Fig. 1: zoomed window
Bar = 10 um. Window x 57 to 82, y 29 to 54 um. Cells in grey, sequential cells in the stronger grey; small squares are vias.
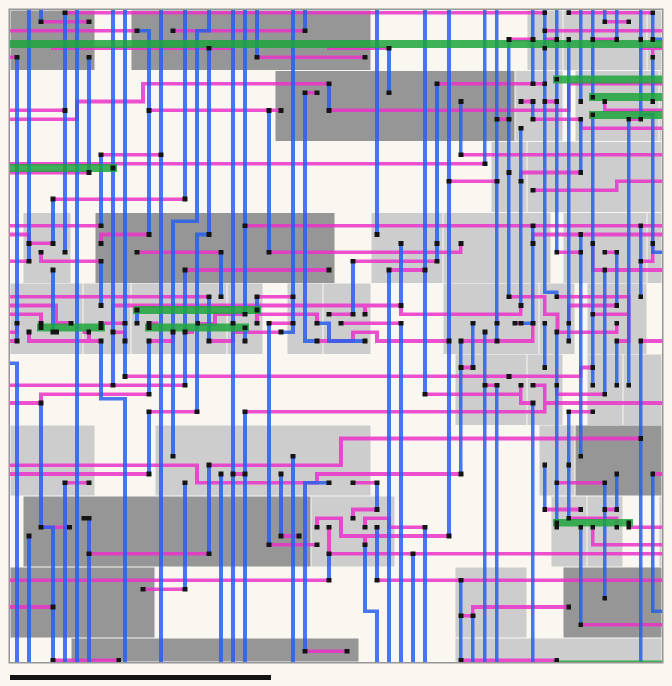
Fig. 2: clock wires, drivers and flops
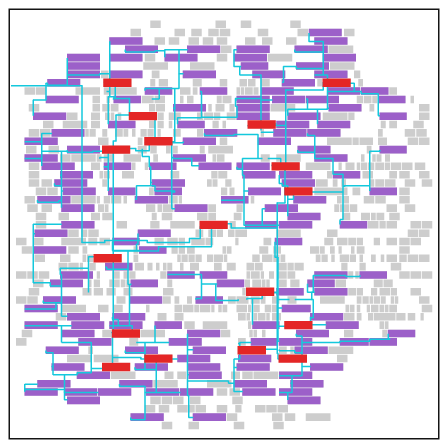
===== config.mk =====
export PLATFORM = sky130hd
export DESIGN_NAME = pc_unit_flat
export DESIGN_NICKNAME = d
export VERILOG_FILES = /design/src/rtl/pc_unit_if.sv /design/src/rtl/pc_unit.sv /design/src/flat_wrapper.sv
export SDC_FILE = /design/constraint.sdc
export NUM_CORES = 1
export LEC_CHECK = 0
export CORE_MARGIN = 1.5
export CORE_UTILIZATION = 40
export CTS_CLUSTER_SIZE = 8
export DETAILED_ROUTE_END_ITERATION = 10
export REMOVE_ABC_BUFFERS = 1
export SLEW_MARGIN = 20
export SYNTH_ARGS = -nofsm -noshare
export SYNTH_HDL_FRONTEND = slang
export SYNTH_SLANG_ARGS = --single-unit

===== constraint.sdc =====
create_clock -name clk_i -period 4.6 [get_ports clk_i]
set_input_delay 0.46 -clock clk_i [delete_from_list [all_inputs] [get_ports clk_i]]
set_output_delay 0.46 -clock clk_i [all_outputs]
set_load 0.02 [all_outputs]

===== src/rtl/pc_unit_if.sv =====
// Fetch-stage control/result bundle between the pipeline control and the PC unit.
// The pipeline drives redirect requests; the PC unit returns the current fetch address and RAS status.
interface pc_unit_if #(
  parameter int XLEN = 32
);
  logic            stall_i;
  logic            flush_i;
  logic [XLEN-1:0] flush_pc_i;
  logic            exc_i;
  logic            branch_i;
  logic            call_i;
  logic            ret_i;
  logic [XLEN-1:0] target_i;
  logic [XLEN-1:0] pc_o;
  logic [XLEN-1:0] pc_plus_o;
  logic            ras_empty_o;
  logic            ras_full_o;

  modport master (
    output stall_i, flush_i, flush_pc_i, exc_i, branch_i, call_i, ret_i, target_i,
    input  pc_o, pc_plus_o, ras_empty_o, ras_full_o
  );

  modport slave (
    input  stall_i, flush_i, flush_pc_i, exc_i, branch_i, call_i, ret_i, target_i,
    output pc_o, pc_plus_o, ras_empty_o, ras_full_o
  );
endinterface


===== src/rtl/pc_unit.sv =====
// Fetch program counter with prioritised next-PC selection and a circular
// return-address stack that lets returns redirect without waiting for execute.
module pc_unit #(
  parameter int              XLEN       = 32,
  parameter logic [XLEN-1:0] RESET_VEC  = '0,
  parameter logic [XLEN-1:0] EXC_VEC    = XLEN'(32'h0000_0080),
  parameter int              INST_BYTES = 4,
  parameter int              RAS_DEPTH  = 4
) (
  input  logic      clk_i,
  input  logic      rst_i,
  pc_unit_if.slave  bus
);

  localparam int PW = $clog2(RAS_DEPTH);
  localparam int CW = PW + 1;
  localparam logic [XLEN-1:0] ALIGN_MASK = ~XLEN'(INST_BYTES - 1);

  logic [XLEN-1:0] pc_q, pc_d;
  logic [PW-1:0]   ptr_q, ptr_d;
  logic [CW-1:0]   cnt_q, cnt_d;
  logic [XLEN-1:0] ras_q [RAS_DEPTH];

  logic            ras_we;
  logic [PW-1:0]   ras_waddr;
  logic [XLEN-1:0] pc_plus;
  logic [XLEN-1:0] ras_top;
  logic            ras_empty;
  logic            ras_full;

  assign pc_plus   = pc_q + XLEN'(INST_BYTES);
  assign ras_top   = ras_q[ptr_q] & ALIGN_MASK;
  assign ras_empty = (cnt_q == '0);
  assign ras_full  = (cnt_q == CW'(RAS_DEPTH));

  // NOTE: every signal gets a default before the priority chain so no path leaves it unassigned (no latches).
  always_comb begin
    pc_d      = pc_plus;
    ptr_d     = ptr_q;
    cnt_d     = cnt_q;
    ras_we    = 1'b0;
    ras_waddr = ptr_q;

    if (bus.exc_i) begin
      pc_d = EXC_VEC;
    end else if (bus.flush_i) begin
      pc_d = bus.flush_pc_i & ALIGN_MASK;
    end else if (bus.stall_i) begin
      pc_d = pc_q;
    end else if (bus.ret_i && bus.call_i) begin
      // Return-then-call: swap the top entry in place, stack depth unchanged.
      ras_we = 1'b1;
      if (ras_empty) begin
        cnt_d = CW'(1);
      end else begin
        pc_d = ras_top;
      end
    end else if (bus.ret_i) begin
      if (!ras_empty) begin
        pc_d  = ras_top;
        ptr_d = ptr_q - PW'(1);
        cnt_d = cnt_q - CW'(1);
      end
    end else if (bus.call_i) begin
      pc_d      = bus.target_i & ALIGN_MASK;
      ptr_d     = ptr_q + PW'(1);
      ras_waddr = ptr_q + PW'(1);
      ras_we    = 1'b1;
      if (!ras_full) cnt_d = cnt_q + CW'(1);
    end else if (bus.branch_i) begin
      pc_d = bus.target_i & ALIGN_MASK;
    end
  end

  // NOTE: sequential state is written only with non-blocking assignments.
  always_ff @(posedge clk_i or posedge rst_i) begin
    if (rst_i) begin
      pc_q  <= RESET_VEC;
      ptr_q <= '0;
      cnt_q <= '0;
    end else begin
      pc_q  <= pc_d;
      ptr_q <= ptr_d;
      cnt_q <= cnt_d;
    end
  end

  // NOTE: the stack storage is deliberately not reset; emptiness is tracked by cnt_q alone.
  always_ff @(posedge clk_i) begin
    if (ras_we) ras_q[ras_waddr] <= pc_plus;
  end

  assign bus.pc_o        = pc_q;
  assign bus.pc_plus_o   = pc_plus;
  assign bus.ras_empty_o = ras_empty;
  assign bus.ras_full_o  = ras_full;

endmodule


===== src/flat_wrapper.sv =====
// flat-port wrapper written by rule: the top's interface ports become plain ports
module pc_unit_flat 
#(
  parameter int              XLEN       = 32,
  parameter logic [XLEN-1:0] RESET_VEC  = '0,
  parameter logic [XLEN-1:0] EXC_VEC    = XLEN'(32'h0000_0080),
  parameter int              INST_BYTES = 4,
  parameter int              RAS_DEPTH  = 4
)
  (clk_i, rst_i, bus_stall_i, bus_flush_i, bus_flush_pc_i, bus_exc_i, bus_branch_i, bus_call_i, bus_ret_i, bus_target_i, bus_pc_o, bus_pc_plus_o, bus_ras_empty_o, bus_ras_full_o);
  pc_unit_if #(.XLEN(XLEN)) bus_i ();
  input  logic clk_i;
  input  logic rst_i;
  input wire logic [$bits(bus_i.stall_i)-1:0] bus_stall_i;
  input wire logic [$bits(bus_i.flush_i)-1:0] bus_flush_i;
  input wire logic [$bits(bus_i.flush_pc_i)-1:0] bus_flush_pc_i;
  input wire logic [$bits(bus_i.exc_i)-1:0] bus_exc_i;
  input wire logic [$bits(bus_i.branch_i)-1:0] bus_branch_i;
  input wire logic [$bits(bus_i.call_i)-1:0] bus_call_i;
  input wire logic [$bits(bus_i.ret_i)-1:0] bus_ret_i;
  input wire logic [$bits(bus_i.target_i)-1:0] bus_target_i;
  output wire logic [$bits(bus_i.pc_o)-1:0] bus_pc_o;
  output wire logic [$bits(bus_i.pc_plus_o)-1:0] bus_pc_plus_o;
  output wire logic [$bits(bus_i.ras_empty_o)-1:0] bus_ras_empty_o;
  output wire logic [$bits(bus_i.ras_full_o)-1:0] bus_ras_full_o;
  assign bus_i.stall_i = bus_stall_i;
  assign bus_i.flush_i = bus_flush_i;
  assign bus_i.flush_pc_i = bus_flush_pc_i;
  assign bus_i.exc_i = bus_exc_i;
  assign bus_i.branch_i = bus_branch_i;
  assign bus_i.call_i = bus_call_i;
  assign bus_i.ret_i = bus_ret_i;
  assign bus_i.target_i = bus_target_i;
  assign bus_pc_o = bus_i.pc_o;
  assign bus_pc_plus_o = bus_i.pc_plus_o;
  assign bus_ras_empty_o = bus_i.ras_empty_o;
  assign bus_ras_full_o = bus_i.ras_full_o;
  pc_unit #(.XLEN(XLEN), .RESET_VEC(RESET_VEC), .EXC_VEC(EXC_VEC), .INST_BYTES(INST_BYTES), .RAS_DEPTH(RAS_DEPTH)) u_core (.clk_i(clk_i), .rst_i(rst_i), .bus(bus_i));
endmodule

==> run notes <==
This note records the results obtained with Yosys and OpenROAD.

Run
The number of warnings the tools reported is 29. The count of maximum capacitance violations is 0.

Pwr
The reported leakage power is 0.00325 uW. Per report_power, the Combinational row totals 1110 uW. Clock network power for this build is 1410 uW. Of the total power, the clock network draws 0.323. The overall power is 4350 uW. The power density over the cells is 452 nW/um2. The net switching power of the design is 1360 uW.

The switching fraction of total power is 0.311. The sequential power reported by the tool is 1840 uW. The internal power contribution is 3000 uW.

Ranked by power, first place goes to sequential cells. Of the total power, registers draw 0.422.

Clock tree
The clock-pin transition on the worst setup and hold timing paths is 0.07 ns. Per the skew report, the later register of the worst-skew pair sees a clock latency of 0.43 ns. According to the CTS report, the clock sink count is 157.

In this run, post-CTS hold repair placed 0 buffers. The number of H-tree levels is 4. The tree is rooted in a sky130_fd_sc_hd__clkbuf_16. The number of clock buffers added by TritonCTS is 17. The post-cts gate resize count is 0.

Worst setup path
The critical register-to-register path startpoint is u_core.bus.pc_o[2]. Looking at the critical path, the highest net fanout was 10. The critical setup path kind is flip-flop to output port. The sort of element at the start of the critical path is a flip-flop. STA classifies the critical path endpoint as an output port. The report puts the cell count of the worst reg-to-reg path at 6. The reg-to-reg endpoint is u_core.ras_q[3][22].

Place
The last weighted congestion value of the routability-driven placer is 0.823. In this run, placement finished with an instance count of 887. The number of buffers added on ports is 133.

Yosys
Counting the warning lines in the Yosys log gives 0. For reference, the mux area share after synthesis is 0.0923. The synthesized instance count is 543. The netlist area before placement is 7430 um2.

The synthesized design spends more area on one cell type than any other, namely sky130_fd_sc_hd__edfxtp_1. The dominant kind of combinational cell is AND-OR/OR-AND gates. The post-synth count of flops with an enable pin is 120. Among all flip-flop cells after synthesis, the most frequent one is sky130_fd_sc_hd__edfxtp_1. Of the total synthesized cell area, the portion taken by XOR and XNOR cells is 0.0248. The area fraction of the largest cell type after synthesis is 0.485. A synthesized cell averages 13.7 um2. The post-synthesis register bit count is 157. The share of flip-flops with an asynchronous set or reset after synthesis is 0.236. For reference, the top cells by area after synthesis are sky130_fd_sc_hd__edfxtp_1 49%, sky130_fd_sc_hd__dfrtp_1 12%, sky130_fd_sc_hd__mux4_2 9.1%, sky130_fd_sc_hd__xnor2_1 1.8%, sky130_fd_sc_hd__a221o_1 1.6%.

Layout
The layout sequential cell count is 157. The layout stage reports a final design area of 9620 um2. Per the cell usage report, the commonest logic cells after layout are 133 x sky130_fd_sc_hd__clkdlybuf4s50_1, 120 x sky130_fd_sc_hd__edfxtp_1, 35 x sky130_fd_sc_hd__dfrtp_1, 32 x sky130_fd_sc_hd__nand2_1, 30 x sky130_fd_sc_hd__mux4_2. The sequential cell area in the final layout is 4530 um2.

The combined area of the multi-input logic cells is 2710 um2. The post-layout utilization of the core is 0.532. The share of the final layout cell area in sequential cells is 0.471. The number of diodes is 0. Of all the cell area in the finished design, non-clock buffers hold 0.151. The most frequent logic cell in the layout is sky130_fd_sc_hd__clkdlybuf4s50_1. The share of the final layout cell area in multi-input gates is 0.281. The inverter count is 14.

Global route
The met1 layer usage reported by global route is 0.328. The number of antenna violations at the first check in global routing is 0.

Floorplan
The core region is 18100 um2. After floorplanning, the core was divided into 49 placement rows. Measured along the y axis, the die boundary spans 139 um.

The number of tap cells added at floorplan is 229.

Routing
The highest layer touched by signal routing is met4. The total length of routed wires is 22.2 mm. The met2 wire length is 10.4 mm. Once iteration 0 of detailed routing completed, the report listed 548 DRC markers. TritonRoute reported its final design rule violation total as 10.

Final timing
Across all setup checks in the final design, the least slack found is 0.531 ns. The setup skew after layout is 0.00722 ns. The flow reports an fmax of 246 MHz. Setup repair after global routing left no endpoint under its margin.

The last timing report of the flow puts the setup violation total at 0. Endpoints failing hold in the final report were tallied at 0. Pins over their slew limit in the final report were tallied at 0. The actual slew at the worst max-slew pin is 1.08 ns. The final clock period utilization by the worst path is 0.885.

Worst hold path
STA reports the tightest min-delay check as being of type input pin to async pin.

Status
The checks that failed: DRC. The flow ran to the end, but the final reports show violations.
-- Fig. 1 (at the start) --
legend:
  magenta:
    layer: met1
  blue:
    layer: met2
  green:
    layer: met3
sequential cells in the window: 5
most frequent: nor2_1 (7), nand2_1 (3), dfrtp_1 (3)
cells with their middle in the window: 35
netlist names of flops here include: u_core.bus.pc_o (3), u_core.ras_q (2)

-- Fig. 2 (at the start) --
legend:
  red:
    item: cells driving clock nets
    count: 17
  cyan:
    item: clock wires
    length: 1900 um
  purple:
    item: flip-flops
    count: 157
flops lie: widely spread
routed clock nets: 18

critical path, stage by stage (launching register included):
cell and delay [ns]:
sky130_fd_sc_hd__dfrtp_1 0.43, sky130_fd_sc_hd__ha_1 0.26, sky130_fd_sc_hd__nand3_1 0.20, sky130_fd_sc_hd__or4_4 0.65
sky130_fd_sc_hd__nor3_2 0.35, sky130_fd_sc_hd__and3_1 0.22, sky130_fd_sc_hd__xor2_1 0.36, sky130_fd_sc_hd__clkdlybuf4s50_1 0.71
sequential cells by signal, indices dropped and copies added (netlist names):
signal	count
u_core.ras_q	120
u_core.cnt_q	3
u_core.ptr_q	2
u_core.bus.pc_o	32
Power figures rest on the tool's default switching activity, not on a simulated workload.
